**src/rtl/sd_spi_arbiter.sv**
```systemverilog
`default_nettype none
// ----------------------------------------------------------------------------
// sd_spi_arbiter : shares the SD SPI pins between init, read and write engines.
// Optional engine timeouts via SD_SPI_ARB_TIMEOUT_EN.                 Rev 1.0
// ----------------------------------------------------------------------------
module sd_spi_arbiter #(
  parameter int START_HOLD     = 2,
  parameter int BUSY_WAIT      = 15,
  parameter int GAP_CYCLES     = 8,
  parameter int TIMEOUT_CYCLES = 1048575
) (
  input  logic        clk_sd,
  input  logic        reset,
  input  logic        init_done,
  input  logic        init_cs,
  input  logic        init_mosi,
  input  logic        rd_cmd_valid,
  input  logic [31:0] rd_cmd_addr,
  output logic        rd_cmd_ready,
  input  logic        wr_cmd_valid,
  input  logic [31:0] wr_cmd_addr,
  output logic        wr_cmd_ready,
  output logic        rd_start_en,
  output logic        wr_start_en,
  output logic [31:0] rd_sec_addr,
  output logic [31:0] wr_sec_addr,
  input  logic        rd_busy,
  input  logic        wr_busy,
  input  logic        rd_cs,
  input  logic        rd_mosi,
  input  logic        wr_cs,
  input  logic        wr_mosi,
  output logic        sd_spi_cs,
  output logic        sd_spi_mosi,
  output logic [1:0]  grant,
  output logic        arb_busy,
  output logic        timeout_err
);

  typedef enum logic [2:0] {
    IDLE      = 3'd0,
    START     = 3'd1,
    WAIT_BUSY = 3'd2,
    WAIT_DONE = 3'd3,
    GAP       = 3'd4
  } state_t;

`ifdef SD_SPI_ARB_TIMEOUT_EN
  localparam int CNT_W = 20;
  localparam logic [CNT_W-1:0] BUSY_LAST = CNT_W'(BUSY_WAIT);
  localparam logic [CNT_W-1:0] DONE_LAST = CNT_W'(TIMEOUT_CYCLES);
`else
  localparam int MAX_SHORT = (START_HOLD > GAP_CYCLES) ? START_HOLD : GAP_CYCLES;
  localparam int CNT_W     = (MAX_SHORT < 2) ? 1 : $clog2(MAX_SHORT + 1);
`endif
  localparam logic [CNT_W-1:0] HOLD_LAST = CNT_W'(START_HOLD - 1);
  localparam logic [CNT_W-1:0] GAP_LAST  = CNT_W'(GAP_CYCLES - 1);

  state_t           state;
  state_t           next_state;
  logic [CNT_W-1:0] cnt;
  logic             last_wr;
  logic             pick_rd;
  logic             pick_wr;
  logic             sel_busy;
  logic             arb_ok;
`ifdef SD_SPI_ARB_TIMEOUT_EN
  logic             tmo;
`endif

  // Handshake is combinational so a request dropped before acceptance is never granted.
  assign arb_ok   = init_done && !reset;
  assign sel_busy = grant[1] ? wr_busy : rd_busy;

  always_comb begin
    next_state = state;
    pick_rd    = 1'b0;
    pick_wr    = 1'b0;
`ifdef SD_SPI_ARB_TIMEOUT_EN
    tmo        = 1'b0;
`endif
    case (state)
      IDLE: begin
        if (arb_ok) begin
          if (rd_cmd_valid && (!wr_cmd_valid || last_wr)) begin
            pick_rd = 1'b1;
          end else if (wr_cmd_valid) begin
            pick_wr = 1'b1;
          end
          if (pick_rd || pick_wr) begin
            next_state = START;
          end
        end
      end
      START: begin
        if (cnt == HOLD_LAST) begin
          next_state = WAIT_BUSY;
        end
      end
      WAIT_BUSY: begin
        if (sel_busy) begin
          next_state = WAIT_DONE;
`ifdef SD_SPI_ARB_TIMEOUT_EN
        end else if (cnt == BUSY_LAST) begin
          tmo        = 1'b1;
          next_state = GAP;
`endif
        end
      end
      WAIT_DONE: begin
        if (!sel_busy) begin
          next_state = GAP;
`ifdef SD_SPI_ARB_TIMEOUT_EN
        end else if (cnt == DONE_LAST) begin
          tmo        = 1'b1;
          next_state = GAP;
`endif
        end
      end
      GAP: begin
        if (cnt == GAP_LAST) begin
          next_state = IDLE;
        end
      end
      default: next_state = IDLE;
    endcase
    // Losing the card mid-transaction abandons the engine and idles the pins.
    if (!init_done && (state != IDLE) && (state != GAP)) begin
      next_state = GAP;
    end
  end

  always_ff @(posedge clk_sd or posedge reset) begin
    if (reset) begin
      state       <= IDLE;
      cnt         <= '0;
      grant       <= 2'b00;
      last_wr     <= 1'b1;
      rd_sec_addr <= '0;
      wr_sec_addr <= '0;
    end else begin
      state <= next_state;
      if (next_state != state) begin
        cnt <= '0;
      end else if (cnt != {CNT_W{1'b1}}) begin
        cnt <= cnt + 1'b1;
      end
      if (pick_rd) begin
        grant       <= 2'b01;
        last_wr     <= 1'b0;
        rd_sec_addr <= rd_cmd_addr;
      end else if (pick_wr) begin
        grant       <= 2'b10;
        last_wr     <= 1'b1;
        wr_sec_addr <= wr_cmd_addr;
      end else if (next_state == GAP) begin
        grant <= 2'b00;
      end
    end
  end

  assign rd_cmd_ready = pick_rd;
  assign wr_cmd_ready = pick_wr;
  assign rd_start_en  = (state == START) && (grant == 2'b01) && init_done;
  assign wr_start_en  = (state == START) && (grant == 2'b10) && init_done;
  assign arb_busy     = (state != IDLE);

`ifdef SD_SPI_ARB_TIMEOUT_EN
  assign timeout_err = tmo;
`else
  assign timeout_err = 1'b0;
`endif

  always_comb begin
    sd_spi_cs   = 1'b1;
    sd_spi_mosi = 1'b1;
    if (!init_done) begin
      sd_spi_cs   = init_cs;
      sd_spi_mosi = init_mosi;
    end else begin
      case (grant)
        2'b01: begin
          sd_spi_cs   = rd_cs;
          sd_spi_mosi = rd_mosi;
        end
        2'b10: begin
          sd_spi_cs   = wr_cs;
          sd_spi_mosi = wr_mosi;
        end
        default: begin
          sd_spi_cs   = 1'b1;
          sd_spi_mosi = 1'b1;
        end
      endcase
    end
  end

endmodule
`default_nettype wire

```
**config.mk**
```make
export PLATFORM = sky130hd
export DESIGN_NAME = sd_spi_arbiter
export DESIGN_NICKNAME = d
export VERILOG_FILES = /design/src/rtl/sd_spi_arbiter.sv
export SDC_FILE = /design/constraint.sdc
export NUM_CORES = 1
export LEC_CHECK = 0
export CORE_MARGIN = 1.5
export CORE_UTILIZATION = 41
export DETAILED_ROUTE_END_ITERATION = 7
export PLACE_DENSITY = 0.88
export SLEW_MARGIN = 40
export SYNTH_ARGS = -nofsm -noshare
export SYNTH_HDL_FRONTEND = slang
export SYNTH_SLANG_ARGS = --single-unit
```
**constraint.sdc**
```tcl
create_clock -name clk_sd -period 3.46 [get_ports clk_sd]
set_clock_uncertainty 0.15 [all_clocks]
set_input_delay 1.038 -clock clk_sd [delete_from_list [all_inputs] [get_ports clk_sd]]
set_output_delay 1.038 -clock clk_sd [all_outputs]
set_load 0.005 [all_outputs]
```
The metal 3 layer:
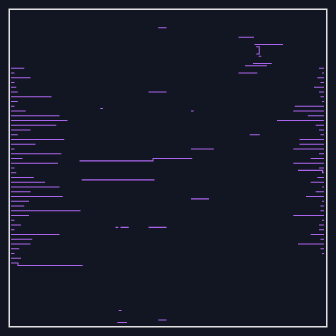
wire length on this layer: 515 um
share of all routed wire: 7.0%
longest straight run: 20.9 um
main direction: horizontal
Vias: 2389
Routed WL: 7.33 mm
met3 Track Usage GR: 5.72%

Sequential cells coloured by netlist name:
Other sequential cells in the stronger grey, the rest of the logic in the fainter grey.
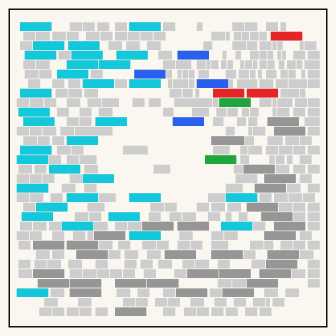
legend:
  blue:
    netlist_name: cnt
    flops: 4
    where: top centre
  red:
    netlist_name: state
    flops: 3
  cyan:
    netlist_name: wr_sec_addr
    flops: 32
  green:
    netlist_name: grant
    flops: 2
final core utilization: 68.6%
Register Area: 1850 sq um
sequential share of cell area: 36.9%
Sequential Power: 1.54 mW

==> flow_summary_export.csv <==
group,metric,value,unit
clock_tree,clkTransAtPathRegs,0.07,ns
hold_path,hold_end,"rd_sec_addr[14]$_DFFE_PP0P_",
global_routing,antenna_found_initial,0,
synth,ys_cells,221,
setup_path,crit_path_start_kind,"input port",
floorplanning,core,7330,sq um
clock_tree,clockBufferDepth,2,
setup_path,slowest_stage,"clkdlybuf4s50_1",
setup_path,worst-path-buf-inv,3,
layout,nNonClkBuffers,163,
pwr,combPwrFrac,41.7,%
synth,yosys.area_share.simple,6.39,%
setup_path,critPathArrivalTime,2.22,ns
setup_path,crit_type,"in2out",
synth,ys_types,39,
job,tool_warnings,28,
synth,aoi_share,4.67,%
setup_path,reg2regPathDepth,7,
clock_tree,cts_made_buffers,9,
floorplanning,fp.dieW,90.4,um
clock_tree,numClockSinks,74,
synth,yosys.area_share.adder,1.60,%
layout,final_cells,488,
sta,layout_min_cycle_time,3.41,ns
sta,tns,0,ns
clock_tree,clock_latency,0.33,ns
run_status,outcome,"finished clean",
synth,yosysWarnings,0,
synth,synth_flops,74,
synth,yosys_area,3130,sq um
setup_path,crit_path_end,"rd_start_en",
pwr,internal_power,2.81,mW
setup_path,r2r-start,"state[2]$_DFF_PP0_",
setup_path,crit_chain,"clkdlybuf4s15_1 > buf_4 > nor2b_2 > and3_1 > clkdlybuf4s50_1",
layout,final-comb-area,1180,sq um
pwr,power_frac_seq,39.6,%
synth,synthesis.nets,302,
synth,syn-cell-area,3130,sq um
synth,edf_count,0,
job,maxCapViolations,0,
sta,final_critical_path_setup_slack,0.0539,ns
setup_path,r2r-end,"wr_sec_addr[28]$_DFFE_PP0P_",
global_routing,grt.total_usage,18.6,%
global_routing,grt_pass1_wl,12.1,mm
hold_path,min_path_cells,1,
clock_tree,cts-resized-gates,20,
floorplanning,row_count,31,
clock_tree,cts_tree,"yes",
sta,slew_violations,0,
setup_path,worstPathRequired,2.27,ns
floorplanning,fp.dieH,90.4,um
layout,drive_gt1_share,12.9,%
sta,worstMarginPinSlew,0.550,ns
pwr,power.group.top,"combinational logic",
layout,clkCellAreaFrac,4.31,%
place,io_buffers,149,
route,routedWlPerCell,15.0,um
place,gp_congestion,0.860,
synth,synthCells,221,
synth,ys_sh_mux,23.7,%
place,dp_hpwl,5.48,mm
setup_path,max_stage_delay,0.50,ns
place,place_area,4750,sq um
setup_path,cp_top_family,"buffers and inverters",
layout,comb_share,23.6,%
layout,buf_share,32.0,%
setup_path,worstSetupEndpointType,"output pin",
floorplanning,fp_util,42.8,%
layout,final_area,5030,sq um
synth,yosysTopAreaCell,"dfrtp_1",
synth,ys_async_sr_fraction,100,%
synth,ys_seq_share,59.1,%
layout,dominant_cells,"sequential cells",
pwr,comb_cell_power,1.62,mW
layout,inverters,10,
place,pre_cts_ws,-0.509,ns
pwr,p_clk_share,18.7,%
synth,area_leaders,"dfrtp_1 (58%), mux2_1 (21%), buf_6 (2.2%)",
sta,post-route-period-util,98.4,%
sta,setup_violations,0,
sta,rsz0062_at_grt,"false",
clock_tree,htree_levels,3,
global_routing,grt_pass1_vias,2517,
setup_path,path_depth,5,
clock_tree,postCtsHoldBufs,0,
floorplanning,die-area,8180,sq um
pwr,powerDensity,772,nW/um^2
-- cells in the mapped netlist, types with 3 or more instances --
master    instances
nand3_1           4
nor4_1            3
ha_1              4
mux2_2            6
buf_6             6
inv_1             8
nand2b_1          4
dfrtp_1          73
o21ai_0           3
a221oi_1          3
mux2_1           59
a21oi_1           5
nor2_1            9
-- layer usage --
metal  wire length (um)  part of all wire, %  up-vias  track usage [%]
met3                514                  7.0       18             5.72
met4                182                  2.5        0             7.41
li1                   -                    -     1108                -
met2               3650                   50      111             31.7
met1               2990                   41     1152             21.9
met5                  0                    0        -                0
-- flip-flops by register name, summed over array words and instances, names as in the netlist --
signal       cells
rd_sec_addr     32
grant            2
wr_sec_addr     32
cnt              4
last_wr          1
state            3
Power is estimated from default activity; no workload was simulated.
